**src/rtl/n_clic_pend_ctrl.sv**
```systemverilog
// n_clic_pend_ctrl: per-vector pend controller that drives the N-CLIC entry
// CSR external write ports from raw interrupt lines and clears them on take.
module n_clic_pend_ctrl #(
   parameter int unsigned          VecSize    = 8,
   parameter int unsigned          PrioLevels = 8,
   parameter logic [VecSize-1:0]   EdgeMask   = '1,
   parameter int unsigned          OvfWidth   = 4,
   localparam int unsigned         VecWidth   = $clog2(VecSize),
   localparam int unsigned         PrioWidth  = $clog2(PrioLevels),
   localparam int unsigned         EntryWidth = PrioWidth + 2
) (
   input  logic                                 clk,
   input  logic                                 reset,
   input  logic [VecSize-1:0]                   irq,
   input  logic [VecSize-1:0][EntryWidth-1:0]   entry_in,
   input  logic                                 take_valid,
   input  logic [VecWidth-1:0]                  take_vec,
   output logic [VecSize-1:0]                   ext_write_enable,
   output logic [VecSize-1:0][EntryWidth-1:0]   ext_entry_data,
   output logic [VecSize-1:0][OvfWidth-1:0]     overrun,
   output logic                                 busy
);

   typedef enum logic [1:0] {
      IDLE     = 2'd0,
      PENDED   = 2'd1,
      SERVICED = 2'd2
   } state_e;

   state_e                               state_q [VecSize];
   state_e                               state_d [VecSize];
   logic [VecSize-1:0]                   meta_q, meta_d;
   logic [VecSize-1:0]                   sync_q, sync_d;
   logic [VecSize-1:0]                   sync_dly_q, sync_dly_d;
   logic [VecSize-1:0]                   we_q, we_d;
   logic [VecSize-1:0][EntryWidth-1:0]   data_q, data_d;
   logic [VecSize-1:0][OvfWidth-1:0]     ovf_q, ovf_d;
   logic                                 busy_q, busy_d;
   logic [VecSize-1:0]                   rise_c;
   logic [VecSize-1:0]                   hit_c;

   // Two-flop synchronizer plus one delay stage for edge detection
   always_comb begin
      meta_d     = irq;
      sync_d     = meta_q;
      sync_dly_d = sync_q;
      rise_c     = sync_q & ~sync_dly_q;
   end

   // Decode the taken vector; out-of-range indices match nothing
   always_comb begin
      hit_c = '0;
      for (int k = 0; k < VecSize; k++) begin
         hit_c[k] = take_valid && (32'(take_vec) == 32'(k));
      end
   end

   // Per-vector next state, write strobes, write data and overrun counters
   always_comb begin
      logic inflight;
      logic cur_pend;
      logic wr;
      logic new_pend;
      state_d  = state_q;
      we_d     = '0;
      data_d   = data_q;
      ovf_d    = ovf_q;
      busy_d   = 1'b0;
      inflight = 1'b0;
      cur_pend = 1'b0;
      wr       = 1'b0;
      new_pend = 1'b0;
      for (int k = 0; k < VecSize; k++) begin
         // entry_in lags our own strobe by a cycle, so skip coherence then
         inflight = we_q[k];
         cur_pend = entry_in[k][0];
         wr       = 1'b0;
         new_pend = 1'b0;
         unique case (state_q[k])
            IDLE: begin
               if (cur_pend && !inflight) begin
                  state_d[k] = PENDED;
               end else if (EdgeMask[k] ? rise_c[k] : sync_q[k]) begin
                  state_d[k] = PENDED;
                  wr         = 1'b1;
                  new_pend   = 1'b1;
               end
            end
            PENDED: begin
               if (!cur_pend && !inflight) begin
                  state_d[k] = IDLE;
               end else if (EdgeMask[k]) begin
                  if (hit_c[k] && !rise_c[k]) begin
                     state_d[k] = IDLE;
                     wr         = 1'b1;
                  end else if (rise_c[k] && !hit_c[k] && (ovf_q[k] != '1)) begin
                     ovf_d[k] = ovf_q[k] + OvfWidth'(1);
                  end
               end else if (hit_c[k]) begin
                  state_d[k] = SERVICED;
                  wr         = 1'b1;
               end
            end
            SERVICED: begin
               if (!sync_q[k]) begin
                  state_d[k] = IDLE;
               end
            end
            default: state_d[k] = IDLE;
         endcase
         if (wr) begin
            we_d[k]   = 1'b1;
            data_d[k] = {entry_in[k][EntryWidth-1:1], new_pend};
         end
         if (state_d[k] != IDLE) begin
            busy_d = 1'b1;
         end
      end
   end

   // State and output registers with synchronous reset
   always_ff @(posedge clk) begin
      if (reset) begin
         meta_q     <= '0;
         sync_q     <= '0;
         sync_dly_q <= '0;
         we_q       <= '0;
         data_q     <= '0;
         ovf_q      <= '0;
         busy_q     <= 1'b0;
         state_q    <= '{default: IDLE};
      end else begin
         meta_q     <= meta_d;
         sync_q     <= sync_d;
         sync_dly_q <= sync_dly_d;
         we_q       <= we_d;
         data_q     <= data_d;
         ovf_q      <= ovf_d;
         busy_q     <= busy_d;
         state_q    <= state_d;
      end
   end

   assign ext_write_enable = we_q;
   assign ext_entry_data   = data_q;
   assign overrun          = ovf_q;
   assign busy             = busy_q;

endmodule

```
**config.mk**
```make
export PLATFORM = sky130hd
export DESIGN_NAME = n_clic_pend_ctrl
export DESIGN_NICKNAME = d
export VERILOG_FILES = /design/src/rtl/n_clic_pend_ctrl.sv
export SDC_FILE = /design/constraint.sdc
export NUM_CORES = 1
export LEC_CHECK = 0
export ABC_AREA = 1
export CORE_MARGIN = 2
export CORE_UTILIZATION = 43
export DETAILED_ROUTE_END_ITERATION = 10
export PLACE_DENSITY_LB_ADDON = 0.3
export SKIP_LAST_GASP = 1
export SLEW_MARGIN = 20
export SYNTH_ARGS = -nofsm -noshare
export SYNTH_HDL_FRONTEND = slang
export SYNTH_SLANG_ARGS = --single-unit
```
**constraint.sdc**
```tcl
create_clock -name clk -period 1.4 [get_ports clk]
set_clock_uncertainty 0.2 [all_clocks]
set_input_delay 0.42 -clock clk [delete_from_list [all_inputs] [get_ports clk]]
set_output_delay 0.42 -clock clk [all_outputs]
set_load 0.03 [all_outputs]
```
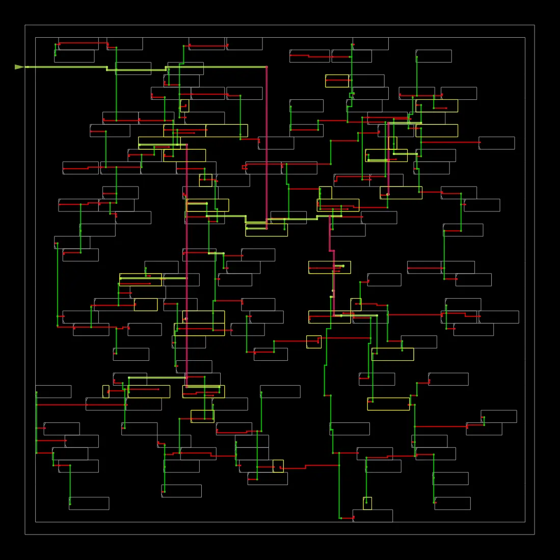
*The clock network*
sequential cell count: 121
clock insertion delay at the later pin of the skew report: 0.41 ns
clock group total power: 4.42 mW
clock buffer count in the final layout: 23
number of CTS-inserted buffers: 17

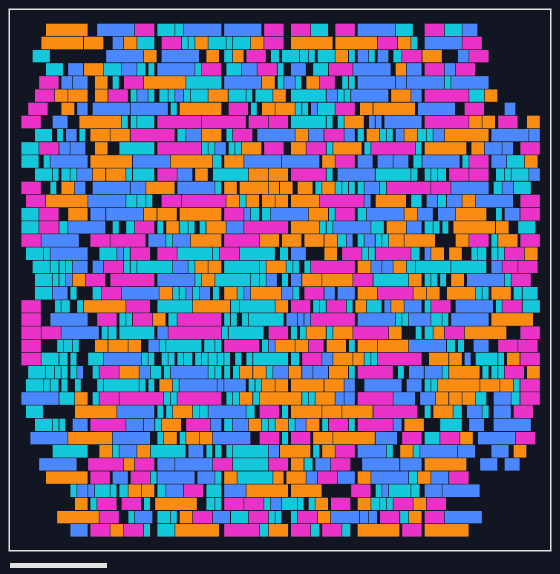
*Sizing map*
The bar under the picture is 20 um long.
colour	size	cells
cyan	x1 and smaller	389
magenta	x6 and larger	166
blue	x2	216
orange	x3 and x4	220

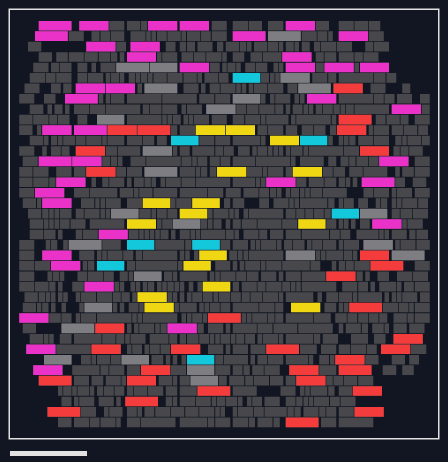
*Register map, names as in the netlist*
The bar under the picture is 20 um long. Other sequential cells in the stronger grey, the rest of the logic in the fainter grey.
colour	name in the netlist	placed flops
red	`overrun`	32
yellow	`state_q`	16
magenta	`ext_entry_data`	40
cyan	`sync_dly_q`	8

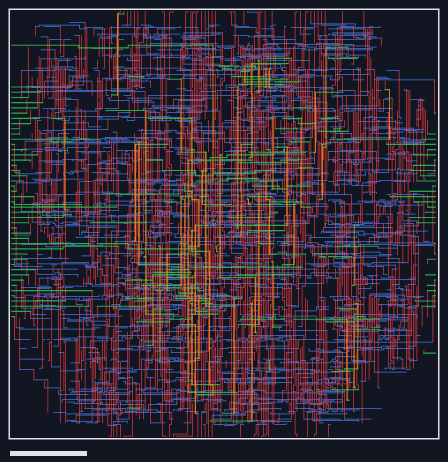
*Signal wires by layer*
The bar under the picture is 20 um long.
colour	layer	wire length
green	M3	1,440 um
orange	M4	1,090 um
blue	M1	7,500 um
red	M2	10,900 um

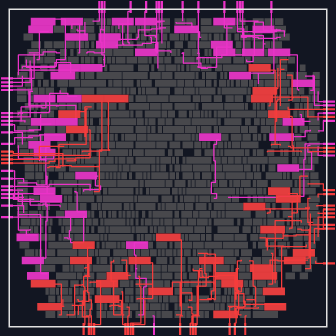
*I/O nets highlighted*
colour	port	bits	direction	end cells	buffers	wire
magenta	`ext_entry_data`	40	output	40	40	1,350 um
red	`overrun`	32	output	32	43	1,300 um

==> results.cfg <==
; physical design summary
[power_and_ir_drop]
power.net_switching_mw = 2.340
power.internal_mw = 6.841
pwr_density_cell_nw_per_um2 = 929.7

[final_timing]
final_critical_path_setup_slack_ns = -0.4550
tightest_slew_ns = 0.3740
timing.final.setup_violations = 154

[global_route]
grt_max_degree = 25
use_met3_pct = 6.859

[clock_tree]
cts-hold-fix-buffers = 0
post_cts.repair.setup_buffers = 64

[layout]
most_frequent_logic_cell_in_the_layout = sky130_fd_sc_hd__buf_6
combAreaFraction_pct = 31.92
signal_buffers = 292
design_area_um2 = 9874

[run_status]
violations_in_the_final_reports = negative setup slack
status = finished with violations

[hold_path]
min-delay-path-class = reg -> reg

[critical_path]
timing.setup.critical_path_class = reg -> reg
worstPathMaxFanout = 2

[drt]
met3RoutedLength_um = 1439

[logic_synthesis]
ys_sh_mux_pct = 0
synth.cellmix.simpleShare_pct = 31.66

[floorplan]
die_y_um = 111.5

[placement]
dpl_worst_slack_ns = -0.8617
[worst max-delay path by stage]
| stage | startpoint | endpoint | slack, ns | cells after the start |
|---|---|---|---|---|
| floorplan | entry_in[30] | ext_entry_data[33]$_SDFFE_PP0P_ | -0.05 | 7 |
| global placement | take_vec[1] | busy$_SDFF_PP0_ | -0.81 | 10 |
| detailed placement | take_vec[0] | busy$_SDFF_PP0_ | -0.86 | 10 |
| CTS | ext_write_enable[4]$_SDFF_PP0_ | ext_write_enable[4] | -0.22 | 2 |
| global route | state_q[14]$_SDFF_PP0_ | busy$_SDFF_PP0_ | -0.46 | 10 |
| finish | state_q[14]$_SDFF_PP0_ | busy$_SDFF_PP0_ | -0.46 | 10 |
Power is estimated from default activity; no workload was simulated.
